==> config.mk <==
export PLATFORM = sky130hd
export DESIGN_NAME = branch_sequencer
export DESIGN_NICKNAME = d
export VERILOG_FILES = /design/src/rtl/branch_sequencer.sv
export SDC_FILE = /design/constraint.sdc
export NUM_CORES = 1
export LEC_CHECK = 0
export CORE_ASPECT_RATIO = 0.75
export CORE_MARGIN = 4
export CORE_UTILIZATION = 43
export DETAILED_ROUTE_END_ITERATION = 8
export PLACE_DENSITY_LB_ADDON = 0.15
export SLEW_MARGIN = 15
export SYNTH_ARGS = -nofsm -noshare
export SYNTH_HDL_FRONTEND = slang
export SYNTH_SLANG_ARGS = --single-unit
==> constraint.sdc <==
create_clock -name clk -period 2.5 [get_ports clk]
set_input_delay 0.5 -clock clk [delete_from_list [all_inputs] [get_ports clk]]
set_output_delay 0.5 -clock clk [all_outputs]
set_load 0.03 [all_outputs]
Wire density map:
23 x 18 tiles, from dark blue (low) to red (high), scaled to the fullest tile. Values are wire area over tile area, all layers added.
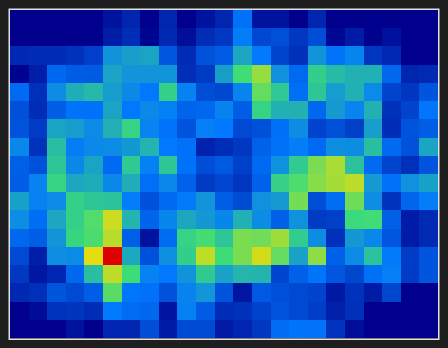
fullest tile: 0.68
densest ninth of the die: middle left
mean over tiles: 0.16
nearly empty tiles: 10%
Overall Global Routing Usage: 0.200
drt total wl: 9890 um
vias: 3767
detail-routed net length per standard cell: 14.2 um

Sequential cells colored by netlist name:
Scale bar: 20 um. Other sequential cells in the stronger gray, the rest of the logic in the fainter gray.
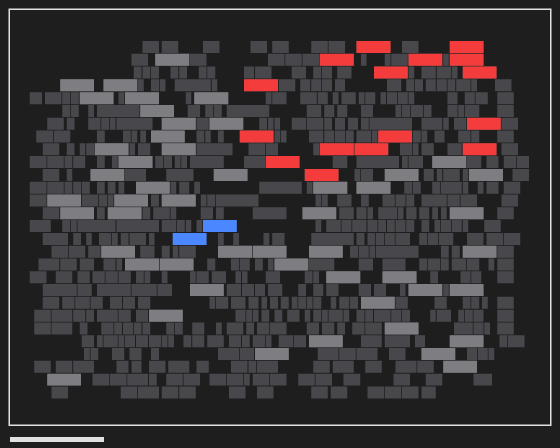
legend:
  `cond_q`:
    color: blue
    placed_flops: 2
  `nottaken_cnt`:
    color: red
    placed_flops: 16
not colored: 50
fraction of area in registers: 0.250
utilization of the core after routing: 0.673

==> flow_results.xml <==
<?xml version="1.0" encoding="UTF-8"?>
<metrics>
  <group name="outcome">
    <metric name="run_status" unit="">completed</metric>
  </group>
  <group name="clocking">
    <metric name="clk_latency" unit="ns">0.32</metric>
    <metric name="cts_hold_buf" unit="">0</metric>
    <metric name="cts_post_setup_buffers_inserted" unit="">2</metric>
  </group>
  <group name="final_layout">
    <metric name="layout.area.seq" unit="mm2">0.00136</metric>
    <metric name="clock_buffer_count" unit="">11</metric>
    <metric name="n_multi_input_combinational_cell" unit="">355</metric>
    <metric name="clock_cell_share_of_area" unit="">0.0496</metric>
    <metric name="design_area" unit="mm2">0.00545</metric>
    <metric name="bufAreaShareNonClock" unit="">0.248</metric>
  </group>
  <group name="pwr">
    <metric name="power.sequential.fraction" unit="">0.399</metric>
    <metric name="total_sequential_power" unit="mW">1.12</metric>
    <metric name="clock_power_share" unit="">0.404</metric>
    <metric name="portion_of_total_power_attributed_to_combinational_logic" unit="">0.197</metric>
    <metric name="switchingPower" unit="mW">0.739</metric>
    <metric name="internal-power" unit="mW">2.08</metric>
  </group>
  <group name="routing">
    <metric name="met3WireLength" unit="um">815</metric>
    <metric name="topRoutingLayerUsed" unit="">met4</metric>
    <metric name="vias_per_cell" unit="">5.39</metric>
    <metric name="drc" unit="">0</metric>
    <metric name="dr_wl_met2" unit="um">4510</metric>
  </group>
  <group name="timing">
    <metric name="worst-slew-pin-transition" unit="ns">0.637</metric>
    <metric name="timing.final.crit_period" unit="ns">2.39</metric>
    <metric name="setup-tns-final" unit="ns">0</metric>
    <metric name="hold-worst-slack" unit="ns">0.449</metric>
    <metric name="timing.max_slew.rel_slack" unit="">0.575</metric>
  </group>
  <group name="place">
    <metric name="globalplace.congestion" unit="">0.919</metric>
    <metric name="detailedPlacementHpwl" unit="um">7450</metric>
  </group>
  <group name="yosys">
    <metric name="most_common_cell" unit="">dfxtp_1</metric>
    <metric name="syn-num-nets" unit="">532</metric>
    <metric name="postSynthAreaPerCell" unit="um2">8.05</metric>
  </group>
  <group name="critical_path">
    <metric name="setup_crit_start_kind" unit="">primary input</metric>
    <metric name="setup.reg_to_reg.worst_slack" unit="ns">0.19</metric>
    <metric name="crit_family" unit="">AND-OR/OR-AND gates</metric>
  </group>
  <group name="grt">
    <metric name="grt_pass1_vias" unit="">3664</metric>
    <metric name="grt-ovfl-total" unit="">0</metric>
    <metric name="first_pass_grt_wire_length" unit="um">16700</metric>
  </group>
</metrics>
Power figures rest on the tool's default switching activity, not on a simulated workload.
